**Run 1: pin map**

Bar = 20 um. Pins as bars across the die edge, other pins in grey.
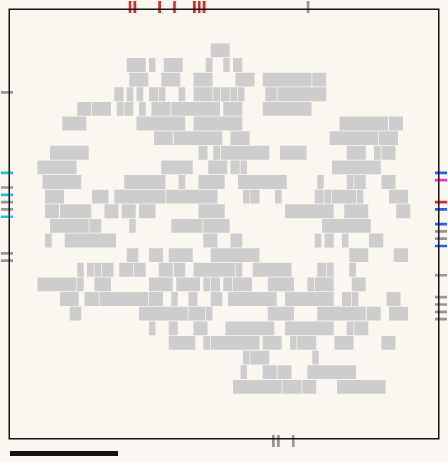
**Run 1: cell sizes after repair**

Bar = 20 um.
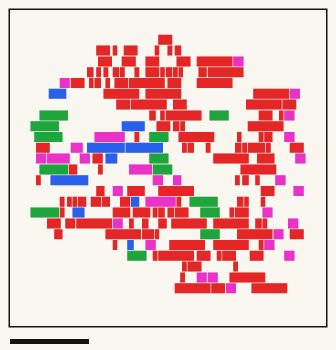
**Run 1: M3 wires**

Bar = 20 um.
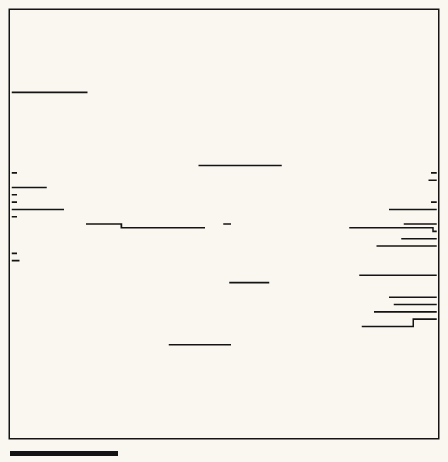
<file path="src/rtl/seq_ctrl_pkg.sv">
// Shared definitions for the frame-level sequence-scan controller.
// Contents:
//   - state encoding (3-bit) for the controller FSM, as an enum for debug
//     viewing and as plain localparam constants for the RTL
//   - cw_of(): width of a counter able to hold the values 0..width
package seq_ctrl_pkg;

    typedef enum logic [2:0] {
        S_IDLE  = 3'd0,
        S_CLEAR = 3'd1,
        S_SHIFT = 3'd2,
        S_DRAIN = 3'd3,
        S_DONE  = 3'd4
    } state_e;

    localparam logic [2:0] ST_IDLE  = S_IDLE;
    localparam logic [2:0] ST_CLEAR = S_CLEAR;
    localparam logic [2:0] ST_SHIFT = S_SHIFT;
    localparam logic [2:0] ST_DRAIN = S_DRAIN;
    localparam logic [2:0] ST_DONE  = S_DONE;

    function automatic int cw_of(input int width);
        return $clog2(width + 1);
    endfunction

endpackage

</file>
<file path="src/rtl/seq_scan_ctrl_if.sv">
// Frame/result bus between a parallel producer/consumer and seq_scan_ctrl.
// Signals:
//   frame_valid/frame_ready/frame_data : frame channel (producer -> controller)
//   result_valid/result_ready          : result channel (controller -> consumer)
//   hit_mask/hit_count                 : result payload
//   busy                               : controller is not in IDLE
// Handshake rule for both channels: a transfer happens on a rising clock edge
// where valid && ready; once valid is raised it stays up, with payload stable,
// until that transfer. Ready may be asserted independently of valid.
interface seq_scan_ctrl_if
    import seq_ctrl_pkg::*;
#(
    parameter int WIDTH = 8
);
    localparam int CW = cw_of(WIDTH);

    logic             frame_valid;
    logic             frame_ready;
    logic [WIDTH-1:0] frame_data;
    logic             result_valid;
    logic             result_ready;
    logic [WIDTH-1:0] hit_mask;
    logic [CW-1:0]    hit_count;
    logic             busy;

    // Producer/consumer side.
    modport master (
        output frame_valid, frame_data, result_ready,
        input  frame_ready, result_valid, hit_mask, hit_count, busy
    );

    // Controller side.
    modport slave (
        input  frame_valid, frame_data, result_ready,
        output frame_ready, result_valid, hit_mask, hit_count, busy
    );

endinterface

</file>
<file path="src/rtl/seq_frame_ser.sv">
// Frame serializer: WIDTH-bit load/shift-left register with a down-counting
// bit index.
// Ports:
//   clk, rst_n : clock, asynchronous active-low reset
//   load_i     : capture data_i, index set to WIDTH (one above the MSB)
//   data_i     : frame to serialize
//   shift_i    : emit bit_o this cycle; register shifts left, index decrements
//   bit_o      : next bit to present (register MSB)
//   idx_o      : index of the bit most recently emitted
//   last_o     : bit 0 has been emitted (idx_o == 0)
module seq_frame_ser
    import seq_ctrl_pkg::*;
#(
    parameter int WIDTH = 8,
    localparam int CW = cw_of(WIDTH)
) (
    input  logic             clk,
    input  logic             rst_n,
    input  logic             load_i,
    input  logic [WIDTH-1:0] data_i,
    input  logic             shift_i,
    output logic             bit_o,
    output logic [CW-1:0]    idx_o,
    output logic             last_o
);

    logic [WIDTH-1:0] sh_q;
    logic [CW-1:0]    idx_q;

    always_ff @(posedge clk or negedge rst_n) begin
        if (!rst_n) begin
            sh_q  <= '0;
            idx_q <= '0;
        end else if (load_i) begin
            sh_q  <= data_i;
            idx_q <= CW'(WIDTH);
        end else if (shift_i) begin
            sh_q  <= {sh_q[WIDTH-2:0], 1'b0};
            idx_q <= idx_q - 1'b1;
        end
    end

    assign bit_o  = sh_q[WIDTH-1];
    assign idx_o  = idx_q;
    assign last_o = (idx_q == '0);

endmodule

</file>
<file path="src/rtl/seq_scan_ctrl.sv">
// Frame-level controller for the serial sequence detector. Accepts a frame,
// clears the detector for one cycle, streams the frame MSB-first, samples
// the detector output after every bit and returns a hit mask and count.
// Ports:
//   clk, reset : clock, asynchronous active-low reset
//   bus        : frame/result handshakes and result payload (slave side)
//   det_rst_n  : registered active-low clear to the detector
//   det_in     : registered serial bit to the detector
//   det_out    : detector Moore output (reflects the bit consumed last edge)
//   dbg_state  : current FSM state
module seq_scan_ctrl
    import seq_ctrl_pkg::*;
#(
    parameter int WIDTH = 8,
    localparam int CW = cw_of(WIDTH)
) (
    input  logic           clk,
    input  logic           reset,
    seq_scan_ctrl_if.slave bus,
    output logic           det_rst_n,
    output logic           det_in,
    input  logic           det_out,
    output logic [2:0]     dbg_state
);

    logic [2:0]       state_q, state_d;
    logic             det_rst_n_q, det_rst_n_d;
    logic             det_in_q, det_in_d;
    logic [WIDTH-1:0] mask_q, mask_d;
    logic [CW-1:0]    cnt_q, cnt_d;

    logic             load;
    logic             shift;
    logic             sample;
    logic             ser_bit;
    logic [CW-1:0]    ser_idx;
    logic             ser_last;

    seq_frame_ser #(.WIDTH(WIDTH)) u_ser (
        .clk     (clk),
        .rst_n   (reset),
        .load_i  (load),
        .data_i  (bus.frame_data),
        .shift_i (shift),
        .bit_o   (ser_bit),
        .idx_o   (ser_idx),
        .last_o  (ser_last)
    );

    always_comb begin
        state_d = state_q;
        load    = 1'b0;
        shift   = 1'b0;
        case (state_q)
            ST_IDLE:  if (bus.frame_valid) begin
                          state_d = ST_CLEAR;
                          load    = 1'b1;
                      end
            ST_CLEAR: begin
                          state_d = ST_SHIFT;
                          shift   = 1'b1;
                      end
            ST_SHIFT: if (ser_last) state_d = ST_DRAIN;
                      else          shift   = 1'b1;
            ST_DRAIN: state_d = ST_DONE;
            ST_DONE:  if (bus.result_ready) state_d = ST_IDLE;
            default:  state_d = ST_IDLE;
        endcase
    end

    // The detector pins are registered, so they are derived from the state
    // being entered: a bit is driven exactly in the cycles spent in SHIFT.
    always_comb begin
        det_in_d    = shift ? ser_bit : 1'b0;
        det_rst_n_d = (state_d != ST_CLEAR);
    end

    // det_out lags the bit it describes by one cycle. The first SHIFT cycle
    // still sees the cleared detector, and DRAIN picks up bit 0. Bits arrive
    // MSB-first, so shifting them in from the LSB lands each at its index
    // after WIDTH samples.
    always_comb begin
        sample = ((state_q == ST_SHIFT) && (ser_idx != CW'(WIDTH - 1)))
              || (state_q == ST_DRAIN);
        mask_d = mask_q;
        cnt_d  = cnt_q;
        if (load) begin
            mask_d = '0;
            cnt_d  = '0;
        end else if (sample) begin
            mask_d = {mask_q[WIDTH-2:0], det_out};
            cnt_d  = cnt_q + CW'(det_out);
        end
    end

    always_ff @(posedge clk or negedge reset) begin
        if (!reset) begin
            state_q     <= ST_IDLE;
            det_rst_n_q <= 1'b0;
            det_in_q    <= 1'b0;
            mask_q      <= '0;
            cnt_q       <= '0;
        end else begin
            state_q     <= state_d;
            det_rst_n_q <= det_rst_n_d;
            det_in_q    <= det_in_d;
            mask_q      <= mask_d;
            cnt_q       <= cnt_d;
        end
    end

    assign bus.frame_ready  = (state_q == ST_IDLE);
    assign bus.result_valid = (state_q == ST_DONE);
    assign bus.busy         = (state_q != ST_IDLE);
    assign bus.hit_mask     = mask_q;
    assign bus.hit_count    = cnt_q;
    assign det_rst_n        = det_rst_n_q;
    assign det_in           = det_in_q;
    assign dbg_state        = state_q;

endmodule

</file>
<file path="src/flat_wrapper.sv">
// flat-port wrapper written by rule: the top's interface ports become plain ports
module seq_scan_ctrl_flat import seq_ctrl_pkg::*;
#(
    parameter int WIDTH = 8,
    localparam int CW = cw_of(WIDTH)
)
  (clk, reset, det_rst_n, det_in, det_out, dbg_state, bus_frame_valid, bus_frame_data, bus_result_ready, bus_frame_ready, bus_result_valid, bus_hit_mask, bus_hit_count, bus_busy);
  seq_scan_ctrl_if #(.WIDTH(WIDTH)) bus_i ();
  input  logic clk;
  input  logic reset;
  output logic det_rst_n;
  output logic det_in;
  input  logic det_out;
  output logic [2:0] dbg_state;
  input wire logic [$bits(bus_i.frame_valid)-1:0] bus_frame_valid;
  input wire logic [$bits(bus_i.frame_data)-1:0] bus_frame_data;
  input wire logic [$bits(bus_i.result_ready)-1:0] bus_result_ready;
  output wire logic [$bits(bus_i.frame_ready)-1:0] bus_frame_ready;
  output wire logic [$bits(bus_i.result_valid)-1:0] bus_result_valid;
  output wire logic [$bits(bus_i.hit_mask)-1:0] bus_hit_mask;
  output wire logic [$bits(bus_i.hit_count)-1:0] bus_hit_count;
  output wire logic [$bits(bus_i.busy)-1:0] bus_busy;
  assign bus_i.frame_valid = bus_frame_valid;
  assign bus_i.frame_data = bus_frame_data;
  assign bus_i.result_ready = bus_result_ready;
  assign bus_frame_ready = bus_i.frame_ready;
  assign bus_result_valid = bus_i.result_valid;
  assign bus_hit_mask = bus_i.hit_mask;
  assign bus_hit_count = bus_i.hit_count;
  assign bus_busy = bus_i.busy;
  seq_scan_ctrl #(.WIDTH(WIDTH)) u_core (.clk(clk), .reset(reset), .bus(bus_i), .det_rst_n(det_rst_n), .det_in(det_in), .det_out(det_out), .dbg_state(dbg_state));
endmodule
</file>
<file path="config.mk">
export PLATFORM = sky130hd
export DESIGN_NAME = seq_scan_ctrl_flat
export DESIGN_NICKNAME = d
export VERILOG_FILES = /design/src/rtl/seq_ctrl_pkg.sv /design/src/rtl/seq_scan_ctrl_if.sv /design/src/rtl/seq_frame_ser.sv /design/src/rtl/seq_scan_ctrl.sv /design/src/flat_wrapper.sv
export SDC_FILE = /design/constraint.sdc
export NUM_CORES = 1
export LEC_CHECK = 0
export CORE_MARGIN = 5
export CORE_UTILIZATION = 30
export DETAILED_ROUTE_END_ITERATION = 6
export PLACE_DENSITY = 0.51
export SLEW_MARGIN = 25
export SYNTH_ARGS = -nofsm -noshare
export SYNTH_HDL_FRONTEND = slang
export SYNTH_SLANG_ARGS = --single-unit
</file>
<file path="constraint.sdc">
create_clock -name clk -period 1.7 [get_ports clk]
set_input_delay 0.255 -clock clk [delete_from_list [all_inputs] [get_ports clk]]
set_output_delay 0.255 -clock clk [all_outputs]
set_load 0.05 [all_outputs]
</file>
==> Implementation_results.wiki, run 1 <==
== Implementation results ==
{| class="wikitable"
! Metric !! Value
|-
| Run status || finished, final reports clean
|-
| Worst setup path class || reg -> out
|-
| Area of the core || 4720 sq um
|-
| Synth unique cells || 35
|-
| Post-synth net total || 158
|-
| Number of violations reported at the end of detailed-routing iteration 0 || 63
|-
| Number of levels the H-tree was split into || 2
|-
| Number of antenna violations at the first check in global routing || 0
|-
| Type of element launching the critical path || flip-flop
|-
| Flip-flop and latch count after synthesis || 29
|-
| GRT Total Usage || a little over a tenth
|-
| Static power due to leakage || 0.000929 uW
|-
| RePlAce Congestion || 0.777
|-
| Reg-to-reg setup timing slack || 0.10 ns
|-
| Max clock buf depth || 2
|-
| Number of buffers inserted by port buffering || 32
|-
| Hold buffer count at CTS || 0
|-
| FP Core Util || 30.8%
|-
| Average footprint of a synthesized cell || 10.3 sq um
|-
| Cell type with the largest total area || sky130_fd_sc_hd__dfrtp_1
|-
| Post-CTS Setup Bufs || 0
|-
| Die area || 6330 sq um
|-
| Final critical-path required period || 1.61 ns
|-
| Area occupied by registers || 729 sq um
|-
| Worst clock skew on the final layout || 0.00234 ns
|-
| Clock latency on the worst-skew pair || 0.27 ns
|-
| Number of standard-cell rows in the floorplan || 25
|-
| Most common logic cell in the routed design || sky130_fd_sc_hd__nand2_1
|-
| DIE HEIGHT || 79.6 um
|-
| Crit path required time || 1.44 ns
|-
| Total cell area at the placement stage || 1900 sq um
|-
| Portion of total power attributed to sequential cells || 28.8%
|-
| RSZ-0062 raised after global routing || true
|-
| Delay of the slowest cell on the worst path || approximately 0.53 ns
|-
| Pint || 2480 uW
|-
| Final-report setup violation count || 0
|-
| Total gr overflow || 0
|-
| Net switching power || about 2100 uW
|}
Back to the opening pictures, 'pin map':
bus_frame_data -> red  # pins 8, direction input, edge 7 top, 1 right
det_rst_n -> magenta  # pins 1, direction output, edge right
bus_hit_count -> blue  # pins 4, direction output, edge right
dbg_state -> cyan  # pins 3, direction output, edge left
all pins by edge = 13 right, 9 left, 8 top, 3 bottom

Back to the opening pictures, 'cell sizes after repair':
drive 2 -> blue  # cells 9, share 4.9%, most used dfrtp_2
drive 1 or less -> red  # cells 132, share 73%, most used nand2_1
drive 6 and up -> green  # cells 13, share 7.1%, most used clkbuf_8
drive 3 to 4 -> magenta  # cells 28, share 15%, most used buf_4

Back to the opening pictures, 'M3 wires':
share of all routed wire = 6.4%
wire length on this layer = 199 um
longest straight run = 15.4 um
nets with wire on the layer = 23

==> run 1: power by group through the flow <==
stage / logic, uW / clock network, uW / registers, uW
6_report: 2670 / 610 / 1330
5_1_grt: 2890 / 664 / 1370
4_1_cts: 2700 / 640 / 1320
3_5_place_dp: 2700 / 0 / 1320
3_3_place_gp: 2650 / 0 / 1310
2_1_floorplan: 1500 / 0 / 1700
==> run 1: registers in the layout, indices dropped and copies added (netlist names) <==
name and count:
u_core.det_in 1, u_core.dbg_state 3, u_core.u_ser.idx_o 4, u_core.det_rst_n 1
u_core.bus.hit_count 4, u_core.u_ser.sh_q 8, u_core.bus.hit_mask 8
==> run 1: path summary, 6_finish.rpt <==
path	start	cells past startpoint	end
max	u_core.dbg_state[1]	3	bus_busy
max in group asynchronous	reset	2	u_core.dbg_state[0]
min	reset	2	u_core.bus.hit_mask[7]
max reg2reg	u_core.u_ser.idx_o[0]	7	u_core.u_ser.sh_q[1]
min reg2reg	u_core.bus.hit_count[3]	1	u_core.bus.hit_count[3]
min in group clk	u_core.bus.hit_count[3]	1	u_core.bus.hit_count[3]
==> run 1: per-layer routing <==
layer  vias up  track usage, %  share of wire [%]
li1        572               -                  -
met1       518            14.3                 47
met2        27            16.3                 45
met3         5            3.72                6.3
met4         0            4.64                1.5
met5         -               0                  0
==> run 1: area by class of cell <==
cell class	count	area share (%)
clock buffer	7	4.77
clock inverter	1	0.248
inverter	6	1.24
multi-input combinational	99	33.4
sequential	29	36.1
tap	67	4.15
timing repair buffer	40	20.1
==> run 1: kinds of logic after synthesis <==
kind of cell               share of synthesized area [%]
buffers and inverters                               5.43
adders and majority gates                           3.45
and+or+nand+nor                                     18.6
AOI/OAI and AO/OA                                   14.6
muxes                                               6.20
DFF                                                 50.0
xor gates and xnor gates                            1.72
**Run 1: metal layers overlaid**

Bar = 20 um.
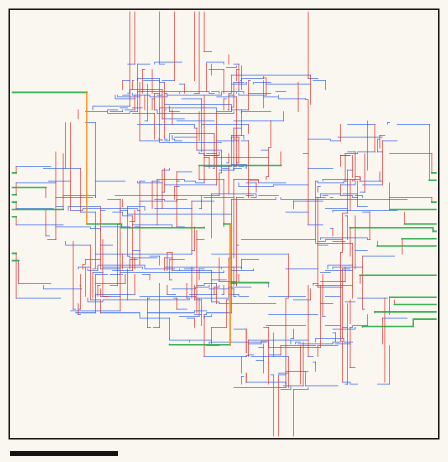

==> run 2: changes to the inputs <==
- CORE_MARGIN: 5 -> 2
- CTS_CLUSTER_DIAMETER: not set -> 30
- CTS_CLUSTER_SIZE: not set -> 25
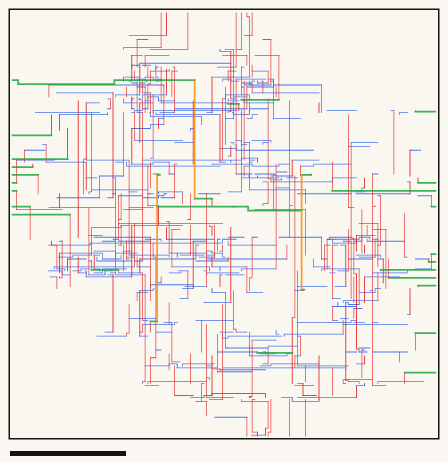
**Above:** run 2 (metal layers overlaid).
Bar = 20 um.
met4 -> orange  # wire length 65.3 um
met1 -> blue  # wire length 1430 um
met3 -> green  # wire length 177 um
met2 -> red  # wire length 1430 um

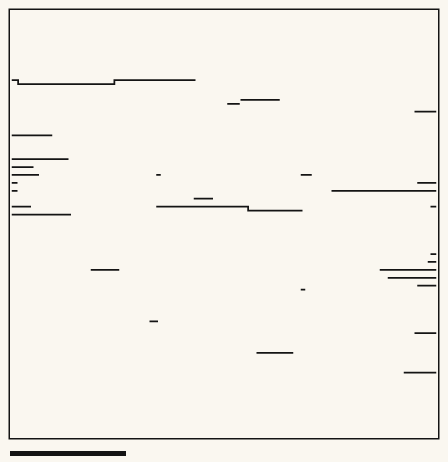
**Above:** run 2 (M3 wires).
Bar = 20 um.
nets with wire on the layer = 25
longest straight run = 17.7 um
wire length on this layer = 177 um
main direction = horizontal
share of all routed wire = 5.7%

==> run 2 against run 1 <==
Net effect:
- sequential share of layout area up 0.57 points
- critical path depth unchanged
- sequential power about the same
- flip-flop count stayed put
- combinational power about the same
- via count increased by 2.6%
- clock skew up 0.0025 ns
- die area shrank 15%
- routed wire length down 0.70%
- global-route usage rose by 1.8 points
- worst hold slack worse by 0.016 ns
- total power fell by 1.1%
- critical path type unchanged
- critical endpoint unchanged
==> Implementation_results.wiki, run 2 <==
== Implementation results ==
{| class="wikitable"
! Metric !! Value
|-
| Top layer in use || met4
|-
| Logic family by area || simple AND/OR/NAND/NOR gates
|-
| FP Core Util || 31.0% (+0.21 points)
|-
| GRT Total Usage || 12.7% (+1.8 points)
|-
| Number of standard-cell rows in the floorplan || 25 (unchanged)
|-
| Routed wl met3 || 177 um (-11%)
|-
| Area occupied by registers || 729 sq um (unchanged)
|-
| Most common logic cell in the routed design || sky130_fd_sc_hd__nand2_1
|-
| Worst setup path class || reg -> out
|-
| Number of violations reported at the end of detailed-routing iteration 0 || 38 (-40%)
|-
| Area share of and/or/nand/nor cells after synthesis || 18.6% (unchanged)
|-
| Flip-flop and latch count after synthesis || 29 (unchanged)
|-
| Final critical-path required period || 1.61 ns (+0.00397 ns)
|-
| Total gr overflow || 0 (unchanged)
|-
| Average footprint of a synthesized cell || 10.3 sq um (unchanged)
|-
| Number of levels the H-tree was split into || 2 (unchanged)
|-
| Area of the core || 4690 sq um (-0.66%)
|-
| Die area || 5410 sq um (-15%)
|-
| Final-report setup violation count || 0 (unchanged)
|-
| Delay of the slowest cell on the worst path || 0.54 ns (about the same)
|-
| Sum of routed wire segments on met1 || 1430 um (-3.4%)
|-
| Amount of wire on met2 after detailed routing || 1430 um (+2.4%)
|-
| Number of antenna violations at the first check in global routing || 0 (unchanged)
|-
| Mux area share || 6.20% (unchanged)
|-
| RePlAce Congestion || 0.762 (-1.9%)
|-
| Total cell area at the placement stage || 1890 sq um (-0.85%)
|-
| Run status || finished, final reports clean
|-
| Cell type with the largest total area || sky130_fd_sc_hd__dfrtp_1
|-
| Worst clock skew on the final layout || 0.00488 ns (+0.00254 ns)
|-
| AO/OA Area Share || 14.6% (unchanged)
|-
| Number of buffers inserted by port buffering || 32 (unchanged)
|-
| Hold buffer count at CTS || 0 (unchanged)
|-
| Final Net Count || 198
|-
| Post-synth net total || 158 (unchanged)
|-
| Area growth, synth to finish || 36.8%
|-
| Clock latency on the worst-skew pair || 0.28 ns (about the same)
|-
| DIE HEIGHT || 73.6 um (-7.5%)
|-
| Adder-Cell Fraction of Synth Area || 3.45% (unchanged)
|-
| RSZ-0062 raised after global routing || true
|-
| Number of vias per cell after detailed routing || 4.88
|-
| Type of element launching the critical path || flip-flop
|}
-- run 2: power by group --
group | internal [uW] | leakage [uW] | switching, uW
Sequential | 978 | 0.000370 | 355
Combinational | 1140 | 0.000505 | 1540
Clock | 282 | 0.0000439 | 270
-- run 2: final cells by class --
| type | instances | area share, % |
|---|---|---|
| repair buffers | 40 | 20.4 |
| clock buffers | 5 | 3.46 |
| flip-flops and latches | 29 | 36.7 |
| well taps | 54 | 3.40 |
| inverters | 6 | 1.26 |
| multi-input cells | 99 | 33.9 |
| clock inverters | 3 | 0.882 |
-- run 2: worst paths after layout --
path	from	to	slack (ns)	cells after the start
worst min-delay path	reset	u_core.bus.hit_mask[6]	0.36	2
max in group asynchronous	reset	u_core.dbg_state[0]	1.04	2
worst max register to register	u_core.u_ser.idx_o[0]	u_core.u_ser.sh_q[4]	0.10	7
min in group clk	u_core.bus.hit_count[3]	u_core.bus.hit_count[3]	0.47	1
worst min register to register	u_core.bus.hit_count[3]	u_core.bus.hit_count[3]	0.47	1
worst max-delay path	u_core.dbg_state[1]	bus_busy	0.09	3
-- run 2: per-stage QoR --
stage               setup TNS, ns  total power [uW]
floorplan                  -0.813              3200
global placement                0              3950
detailed placement              0              4010
CTS                             0              4580
global route             -0.00806              4870
finish                          0              4560
-- run 2: timing repair --
action                                  in CTS  in global routing
resized                                      0                  2
setup buffers                                0                  0
endpoints found under the setup margin       0                  7
-- run 2: per-layer routing --
layer / track usage [%] / up-vias
met5: 0 / -
met4: 6.06 / 0
met3: 4.25 / 8
met2: 19.4 / 33
met1: 16.2 / 539
li1: - / 571
-- run 2: kinds of logic (layout without fill, tap and decap cells) --
logic type,Yosys count,count (layout)
xor+xnor,2,2
compound gates,29,29
fa+ha+maj,4,4
simple gates,55,55
mux,9,9
flops,29,29
buf+inv,13,54
**Run 2: pin map**

Bar = 20 um. Pins as bars across the die edge, other pins in grey.
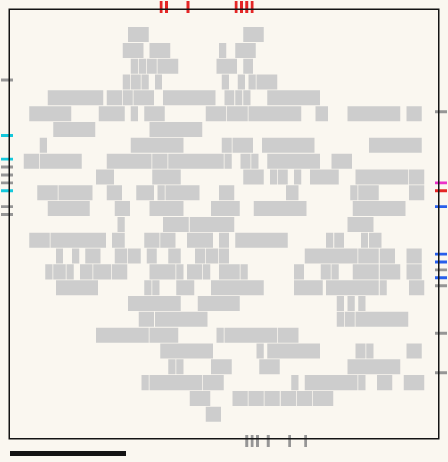

==> run 3: changes to the inputs <==
- ABC_AREA: not set -> 1
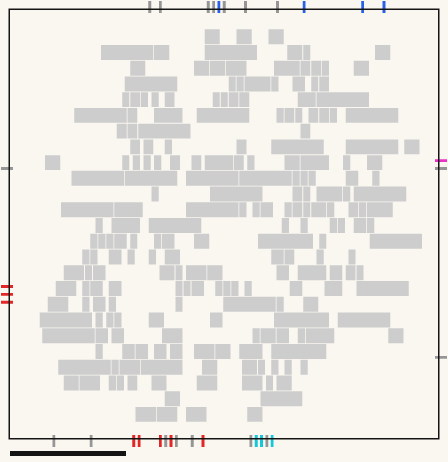
**Above:** run 3 (pin map).
Bar = 20 um. Pins as bars across the die edge, other pins in grey.
det_rst_n -> magenta  # pins 1, direction output, edge right
bus_hit_count -> blue  # pins 4, direction output, edge top
dbg_state -> cyan  # pins 3, direction output, edge bottom
bus_frame_data -> red  # pins 8, direction input, edge 5 bottom, 3 left
all pins by edge = 15 bottom, 11 top, 4 left, 3 right

==> run 3 against run 2 <==
Net effect:
- sequential share of layout area increased by 0.093 points
- highest routed layer unchanged
- critical path type unchanged
- die area increased by 1.1%
- largest power group unchanged
- sequential power decreased by about 10%
==> Implementation_results.wiki, run 3 <==
== Implementation results ==
{| class="wikitable"
! Metric !! Value
|-
| Run status || finished, final reports clean
|-
| Origin of the critical flop-to-flop path || u_core.u_ser.idx_o[0]
|-
| Number of levels the H-tree was split into || 2 (unchanged)
|-
| Worst clock skew on the final layout || 0.00499 ns (+0.000112 ns)
|-
| Most common logic cell in the routed design || sky130_fd_sc_hd__nand2_1
|-
| Average footprint of a synthesized cell || 8.21 sq um (-20%)
|-
| Final critical-path required period || 1.59 ns (-0.0225 ns)
|-
| Number of standard-cell rows in the floorplan || 25 (unchanged)
|-
| Flip-flop and latch count after synthesis || 29 (unchanged)
|-
| Number of violations reported at the end of detailed-routing iteration 0 || 100 (+160%)
|-
| Crit path launch || u_core.dbg_state[0]
|-
| Clock Power || 624 uW (+13%)
|-
| Final Net Count || 236 (+19%)
|-
| Area of the core || 4720 sq um (+0.67%)
|-
| DIE HEIGHT || 74.0 um (+0.53%)
|-
| Die area || 5470 sq um (+1.1%)
|-
| Clk pwr share || 15.2% (+3.1 points)
|-
| Worst setup path class || reg -> out
|-
| Reg2reg end || u_core.u_ser.sh_q[1]
|-
| Area growth, synth to finish || 34.9%
|-
| Top layer in use || met4
|-
| Post-CTS Setup Bufs || 0 (unchanged)
|-
| Portion of total power attributed to sequential cells || 28.6% (-0.6 points)
|-
| Sum of routed wire segments on met1 || 1520 um (+6.1%)
|}
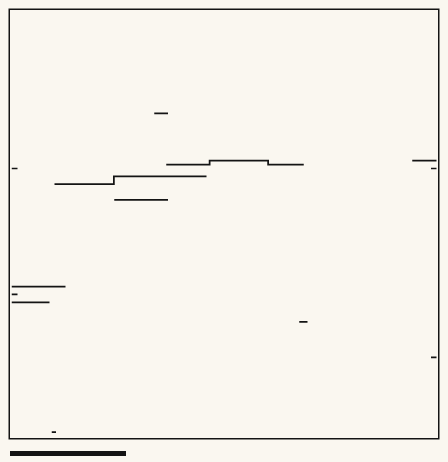
**Above:** run 3 (M3 wires).
Bar = 20 um.
main direction = horizontal
wire length on this layer = 86.1 um

## run 3: cell types whose count changed in the layout (fill, tap and decap cells not counted), moves of 7 or more
cell | before | now
sky130_fd_sc_hd__mux2i_1 | 9 | 0
sky130_fd_sc_hd__nand3_1 | 0 | 18
sky130_fd_sc_hd__a221o_1 | 7 | 0
sky130_fd_sc_hd__nand4_1 | 1 | 20
sky130_fd_sc_hd__nand2_1 | 30 | 65
## run 3: worst max path at each step
stage / to / depth (start not counted) / slack (ns)
after floorplan: u_core.u_ser.sh_q[0] / 5 / 0.12
after global placement: u_core.u_ser.sh_q[2] / 7 / 0.22
after detailed placement: u_core.bus.hit_count[2] / 6 / 0.19
after CTS: bus_result_valid / 5 / 0.1
after global routing: bus_result_valid / 5 / 0.04
final: bus_result_valid / 5 / 0.11
## run 3: layer usage
| layer | vias to the layer above | global-route usage (%) |
|---|---|---|
| met5 | - | 0 |
| met4 | 0 | 8.28 |
| met3 | 7 | 3.39 |
| met2 | 14 | 22.5 |
| met1 | 637 | 17.3 |
| li1 | 674 | - |
## run 3: final cells by class
cell class                      instances  area share [%]
Clock inverter                          1           0.253
Clock buffer                            7            4.86
Timing Repair Buffer                   42            18.7
Sequential cell                        29            36.8
Tap cell                               67            4.23
Inverter                               12            2.46
Multi-Input combinational cell        129            32.7
## run 3: through the flow
step           cells  hold slack (ns)  area [sq um]
2_1_floorplan    179          -0.0406          1480
3_3_place_gp     279            0.493          1880
3_5_place_dp     279            0.501          1880
4_1_cts          287            0.378          1980
5_1_grt          287            0.399          1980
6_report         287            0.364          1980
## run 3: kinds of logic after synthesis
group,count (synthesis),share of synthesized area [%]
flops,29,49.4
fa+ha+maj,4,3.41
buf+inv,21,6.64
compound gates,9,3.32
xor+xnor,2,1.19
simple gates,114,36.0
No activity file was given, so power comes from the tool's default toggle rates.
